File: config.mk
export PLATFORM = sky130hd
export DESIGN_NAME = vga_frame_renderer
export DESIGN_NICKNAME = d
export VERILOG_FILES = /design/src/rtl/vga_frame_renderer.sv
export SDC_FILE = /design/constraint.sdc
export NUM_CORES = 1
export LEC_CHECK = 0
export ABC_AREA = 1
export CAP_MARGIN = 20
export CORE_ASPECT_RATIO = 1.2
export CORE_UTILIZATION = 47
export DETAILED_ROUTE_END_ITERATION = 12
export PLACE_DENSITY = 0.74
export SLEW_MARGIN = 40
export SYNTH_ARGS = -nofsm -noshare
export SYNTH_HDL_FRONTEND = slang
export SYNTH_SLANG_ARGS = --single-unit
export TNS_END_PERCENT = 30
File: constraint.sdc
create_clock -name clk -period 1.4 [get_ports clk]
set_input_delay 0.28 -clock clk [delete_from_list [all_inputs] [get_ports clk]]
set_output_delay 0.28 -clock clk [all_outputs]
set_load 0.01 [all_outputs]
File: src/rtl/vga_frame_renderer.sv
`default_nettype none
// ============================================================================
//  Module      : vga_frame_renderer
//  Description : Places an IMG_W x IMG_H image, upscaled by SCALE, at screen
//                offset (X0, Y0). Addresses are generated incrementally (no
//                multiplier). hsync, vsync and rgb are delayed by the same
//                LAT = MEM_LAT+2 cycles so that all three stay aligned.
//  Optional    : `define VGA_RENDER_BORDER_EN adds a 1-pixel BORDER_COLOR
//                frame around the image window.
//  Ports       : clk, rst_n (async, active-low)
//                in_hsync/in_vsync/in_x/in_y/in_video_on/frame_start : timing in
//                mem_addr/mem_rd_en -> memory, mem_data <- memory
//                hsync/vsync/rgb : aligned video out
//  Revision    : 1.0 - initial release
// ============================================================================
module vga_frame_renderer #(
    parameter int               IMG_W        = 320,
    parameter int               IMG_H        = 240,
    parameter int               SCALE        = 2,
    parameter int               X0           = 0,
    parameter int               Y0           = 0,
    parameter int               PIX_W        = 3,
    parameter int               MEM_LAT      = 1,
    parameter logic [PIX_W-1:0] BG_COLOR     = '0,
`ifdef VGA_RENDER_BORDER_EN
    parameter logic [PIX_W-1:0] BORDER_COLOR = {PIX_W{1'b1}},
`endif
    parameter int               ADDR_W       = $clog2(IMG_W*IMG_H)
) (
    input  logic              clk,
    input  logic              rst_n,
    input  logic              in_hsync,
    input  logic              in_vsync,
    input  logic [9:0]        in_x,
    input  logic [9:0]        in_y,
    input  logic              in_video_on,
    input  logic              frame_start,
    output logic [ADDR_W-1:0] mem_addr,
    output logic              mem_rd_en,
    input  logic [PIX_W-1:0]  mem_data,
    output logic              hsync,
    output logic              vsync,
    output logic [PIX_W-1:0]  rgb
);

    localparam int c_LAT    = MEM_LAT + 2;
    localparam int c_XE_RAW = X0 + IMG_W*SCALE;
    localparam int c_YE_RAW = Y0 + IMG_H*SCALE;
    // Window bounds clipped to the 640x480 visible area
    localparam int c_XE     = (c_XE_RAW > 640) ? 640 : c_XE_RAW;
    localparam int c_YE     = (c_YE_RAW > 480) ? 480 : c_YE_RAW;

    // Signed 12-bit coordinates keep the X0-1 / Y0-1 comparisons well defined
    localparam logic signed [11:0] c_X0_S = 12'(X0);
    localparam logic signed [11:0] c_XE_S = 12'(c_XE);
    localparam logic signed [11:0] c_XL_S = 12'(c_XE - 1);
    localparam logic signed [11:0] c_Y0_S = 12'(Y0);
    localparam logic signed [11:0] c_YE_S = 12'(c_YE);

    localparam logic [1:0]        c_SMAX = 2'(SCALE - 1);
    localparam logic [ADDR_W-1:0] c_ROW_STEP = ADDR_W'(IMG_W);

    logic signed [11:0] w_xs;
    logic signed [11:0] w_ys;
    logic               w_in_win;
    logic               w_first;
    logic               w_last;

    assign w_xs     = {2'b00, in_x};
    assign w_ys     = {2'b00, in_y};
    assign w_in_win = in_video_on && (w_xs >= c_X0_S) && (w_xs < c_XE_S)
                                  && (w_ys >= c_Y0_S) && (w_ys < c_YE_S);
    assign w_first  = (w_xs == c_X0_S);
    assign w_last   = (w_xs == c_XL_S);

    // ------------------------------------------------------------------
    // Address generation
    // ------------------------------------------------------------------
    logic [ADDR_W-1:0] r_row_base;
    logic [ADDR_W-1:0] r_col_addr;
    logic [1:0]        r_line_rep;
    logic [1:0]        r_sub_x;

    logic [ADDR_W-1:0] w_row_cur;
    logic [1:0]        w_rep_cur;
    logic [ADDR_W-1:0] w_col_next;
    logic [1:0]        w_sub_next;

    // frame_start clears take effect in the same cycle, so a window pixel
    // coinciding with frame_start already sees row_base = 0.
    assign w_row_cur = frame_start ? '0 : r_row_base;
    assign w_rep_cur = frame_start ? '0 : r_line_rep;

    always_comb begin
        w_col_next = r_col_addr;
        w_sub_next = r_sub_x;
        if (w_first) begin
            w_col_next = w_row_cur;
            w_sub_next = 2'd0;
        end else if (r_sub_x == c_SMAX) begin
            w_sub_next = 2'd0;
            w_col_next = r_col_addr + ADDR_W'(1);
        end else begin
            w_sub_next = r_sub_x + 2'd1;
        end
    end

    always_ff @(posedge clk or negedge rst_n) begin
        if (!rst_n) begin
            r_row_base <= '0;
            r_col_addr <= '0;
            r_line_rep <= 2'd0;
            r_sub_x    <= 2'd0;
            mem_addr   <= '0;
            mem_rd_en  <= 1'b0;
        end else begin
            if (frame_start) begin
                r_row_base <= '0;
                r_line_rep <= 2'd0;
            end
            if (w_in_win) begin
                r_col_addr <= w_col_next;
                r_sub_x    <= w_sub_next;
                mem_addr   <= w_col_next;
                if (w_last) begin
                    // Replay the same source row SCALE times, then advance
                    if (w_rep_cur == c_SMAX) begin
                        r_line_rep <= 2'd0;
                        r_row_base <= w_row_cur + c_ROW_STEP;
                    end else begin
                        r_line_rep <= w_rep_cur + 2'd1;
                    end
                end
            end
            mem_rd_en <= w_in_win;
        end
    end

    // ------------------------------------------------------------------
    // Alignment pipeline
    // Syncs travel LAT stages to the outputs; window/video flags travel
    // LAT-1 stages so they sit beside mem_data when rgb is registered.
    // ------------------------------------------------------------------
    logic [c_LAT-1:0] r_hs_sr;
    logic [c_LAT-1:0] r_vs_sr;
    logic [c_LAT-2:0] r_win_sr;
    logic [c_LAT-2:0] r_vo_sr;

`ifdef VGA_RENDER_BORDER_EN
    localparam logic signed [11:0] c_BXL_S = 12'(X0 - 1);
    localparam logic signed [11:0] c_BXH_S = 12'(c_XE_RAW);
    localparam logic signed [11:0] c_BYL_S = 12'(Y0 - 1);
    localparam logic signed [11:0] c_BYH_S = 12'(c_YE_RAW);

    logic             w_border;
    logic [c_LAT-2:0] r_bdr_sr;

    // Inside the rectangle grown by one pixel but outside the window is
    // exactly the 1-pixel ring; in_video_on clips it to the visible area.
    assign w_border = in_video_on && !w_in_win
                      && (w_xs >= c_BXL_S) && (w_xs <= c_BXH_S)
                      && (w_ys >= c_BYL_S) && (w_ys <= c_BYH_S);

    always_ff @(posedge clk or negedge rst_n) begin
        if (!rst_n) begin
            r_bdr_sr <= '0;
        end else begin
            r_bdr_sr <= {r_bdr_sr[c_LAT-3:0], w_border};
        end
    end
`endif

    always_ff @(posedge clk or negedge rst_n) begin
        if (!rst_n) begin
            r_hs_sr  <= '1;
            r_vs_sr  <= '1;
            r_win_sr <= '0;
            r_vo_sr  <= '0;
            rgb      <= '0;
        end else begin
            r_hs_sr  <= {r_hs_sr[c_LAT-2:0], in_hsync};
            r_vs_sr  <= {r_vs_sr[c_LAT-2:0], in_vsync};
            r_win_sr <= {r_win_sr[c_LAT-3:0], w_in_win};
            r_vo_sr  <= {r_vo_sr[c_LAT-3:0], in_video_on};
            if (r_win_sr[c_LAT-2]) begin
                rgb <= mem_data;
`ifdef VGA_RENDER_BORDER_EN
            end else if (r_bdr_sr[c_LAT-2]) begin
                rgb <= BORDER_COLOR;
`endif
            end else if (r_vo_sr[c_LAT-2]) begin
                rgb <= BG_COLOR;
            end else begin
                rgb <= '0;
            end
        end
    end

    assign hsync = r_hs_sr[c_LAT-1];
    assign vsync = r_vs_sr[c_LAT-1];

endmodule
`default_nettype wire
==> Slide: Implementation Results <==
Synthesis and Place & Route Summary

Yosys
  • Post-synthesis cell count: about 350
  • Synth warnings: 0
  • Post-synthesis cell type count: 32
  • Mean Syn Cell Area: 7.62 um2
  • Post-synth top area share: 0.407
  • Chip Area, Yosys: 2640 um2
  • Post-Syn Area: approximately 2600 um2
  • Synth Seq Share: 0.467
  • Yosys top cell by area: dfrtp_1
  • # Cells Yosys: 347
  • Ys async rst share: 1.00
  • Top cells by area: dfrtp_1 41%, nand2_1 14%, inv_1 6.8%
  • Post-synth EDFFs: 0
  • Cell with the most instances after synthesis: nand2_1
  • Synth top cells by count: 102 x nand2_1, 48 x inv_1, 43 x dfrtp_1
  • Synth Flop Type: dfrtp_1
  • Synth Net Count: about 380
  • Flops after synth: 49

CTS
  • Clock transition at path regs: 90 ps
  • Sink Count: 49
  • H-tree depth: 2
  • CTS max path bufs: 2
  • Cts bufs inserted: 5
  • Late-Pin Clk Latency: 300 ps
  • CTS tree: yes
  • CTS root buf: clkbuf_8

Floorplanning
  • Die height: 84.2 um
  • Floorplan utilization: 0.492
  • DIE WIDTH: just over 70 um
  • Cell Rows: 29
  • Boundary pin count: ~52
  • Die area: 5930 um2
  • Core footprint: 5370 um2

Global routing
  • Largest net degree at the start of global routing: 34
  • Vias in the first global route: 2605
  • GRT Util Overall: 0.244
  • Initial antenna violation count: 0
  • First-pass GRT wire length: 11300 um
  • Remaining Overflow, GRT: 0

Critical path
  • FF-to-FF path depth: 8
  • Req. time, crit path: 1600 ps
  • Worst setup SP type: register
  • Arr. time, crit path: 1590 ps
  • CP Max Fanout: 5
  • Kind of critical path: reg2reg
  • CP Capture Type: register

Place
  • I/O Buffers: between 40 and 50
  • Post-DP HPWL: 4820 um
  • Placement Setup Slack: -546 ps
  • GP Congestion: 0.833

Hold path
  • Worst hold path class: reg2reg
  • Hold Path Depth: 0

Final layout
  • Area Overhead vs Synth: 48.8%
  • ANT cells: 0
  • # nets final: ~490
  • Fraction of layout cells with a size suffix above 1: 0.313
  • Fin util: 0.733

STA
  • Post-Route Setup TNS: 0 ps
  • Hold slack: ~370 ps
  • Clock skew: 3.33 ps
  • Final Max Slew Viols: 0
  • RSZ-0062 raised after global routing: true
  • Final hold violations: 0
  • Final Critical Period: 1390 ps
  • Tightest Pin Transition: 293 ps
  • Final WS setup: roughly 8 ps
  • Final Cycle Share: 0.994
  • Peak Freq: 0.718 GHz
  • Headroom to the max-slew limit: 0.804
  • Number of setup violations in the final report: 0

Detailed routing
  • Wire per inst: 13.9 um
  • DRC: 2
  • Routed WL: roughly 7300 um
  • Starting DRT DRC Count: around 180
  • Drt pass-1 iters: 8
  • Via count: 2646
  • Vias per inst: 5.07
  • Post-route ant nets: 0

Pwr
  • Power Dens Cells: 1040 nW/um2
  • Leak: 2.07 nW
  • Maximum resistive drop on vdd: 0.000532 V

Outcome
  • Status: finished, violations left
  • Failing checks: DRC

Run
  • Max_cap viols: 0
  • Tool warnings: 33
sequential cells by signal, indices dropped and copies added (netlist names):
register	flops
r_line_rep	2
r_col_addr	17
r_row_base	17
r_vs_sr	3
rgb	3
r_win_sr	2
r_hs_sr	3
r_sub_x	2
path summary, 6_finish.rpt:
path | slack, ps | end | start
min in group asynchronous | 470 | rgb[0] | rst_n
min reg2reg | 370 | r_hs_sr[2] | r_hs_sr[1]
min | 370 | r_hs_sr[2] | r_hs_sr[1]
max reg2reg | 8 | r_col_addr[12] | r_col_addr[1]
max | 8 | r_col_addr[12] | r_col_addr[1]
max in group asynchronous | 690 | r_vs_sr[1] | rst_n
worst max-delay path, cell delays in order (launching register included):
cell     delay [ps]
dfrtp_2         410
ha_4            160
nand3_4         110
nor3_4          200
nand2_1         100
xor2_1          140
nand2_1          60
nand2_1          60
nand2_1          50
cell type report:
cell class	instances	area (um2)
clock buffers	6	72.6
flip-flops and latches	49	1240
repair buffers	111	956
multi-input cells	239	1360
clock inverters	2	10.0
inverters	53	214
well taps	62	77.6
fillers	387	1440
report_power, final:
group	internal [W]	leakage, nW	switching [W]
Clock	0.000347	0.0450	0.000472
Sequential	0.00163	0.630	0.000188
Combinational	0.000695	1.39	0.000747
Total	0.00267	2.07	0.00141
through the flow:
stage	instance area [um2]	total power (W)	std cells
2_1_floorplan	2680	0.00248	347
3_3_place_gp	3550	0.00318	499
3_5_place_dp	3550	0.00322	499
4_1_cts	3770	0.00401	520
5_1_grt	3940	0.00433	522
6_report	3940	0.00408	522
placed cells by master (no fill, tap or decap), types with 9 or more instances in the layout:
cell / synthesis / routed
nand3_1: 23 / 16
nor2_4: 4 / 9
a21oi_1: 14 / 11
dlygate4sd2_1: 0 / 25
o21ai_0: 15 / 12
buf_4: 0 / 58
inv_1: 48 / 46
dfrtp_1: 43 / 37
clkdlybuf4s50_1: 0 / 9
nand2_2: 2 / 10
nor2_1: 42 / 34
nand2_1: 102 / 91
logic make-up (layout without fill, tap and decap cells):
| group | Yosys count | after routing | share of synthesized area |
|---|---|---|---|
| fa+ha+maj | 1 | 1 | 0.00473 |
| compound gates | 35 | 35 | 0.0724 |
| flops | 49 | 49 | 0.467 |
| xor+xnor | 8 | 8 | 0.0265 |
| simple gates | 195 | 195 | 0.332 |
| buf+inv | 59 | 172 | 0.0980 |
per-layer routing:
metal  GRT usage  wire, um  part of all wire
met1       0.271      2840              0.39
met2       0.441      3880              0.53
met3      0.0384       253             0.035
met4       0.134       280             0.039
met5           0         0                 0
what timing repair did:
action                     CTS  global route
gates cloned                 0             0
hold endpoints to repair    43             0
setup endpoints to repair   53            32
buffers inserted            12             2
hold buffers                 1             0
pin swaps                    7            13
resized                     55            49
### Metal 1

(6 px per um) Supply wires on this layer in grey. Cells faint in the background.
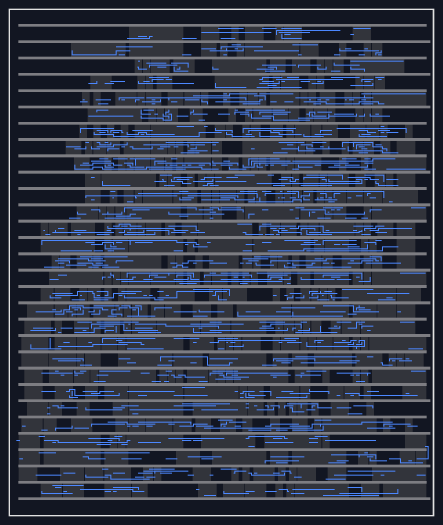
The layer carries 2840 um of wire. The wires run mostly horizontal. 439 nets have wire on it. The longest straight run is 26.7 um.

### Metal 2

(6 px per um)
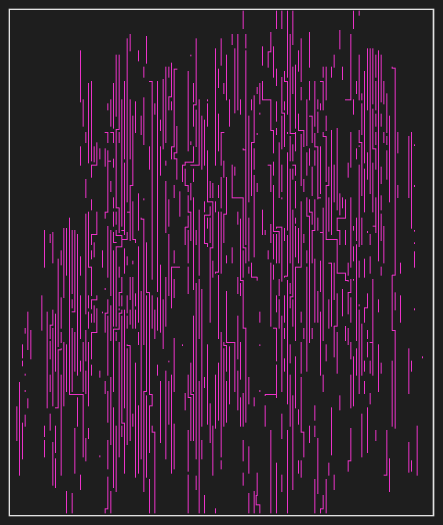
The longest straight run is 35.0 um. The layer carries 3880 um of wire. The wires run mostly vertical. 405 nets have wire on it. The layer holds 53% of the routed length.

Power and IR drop assume default switching activity.
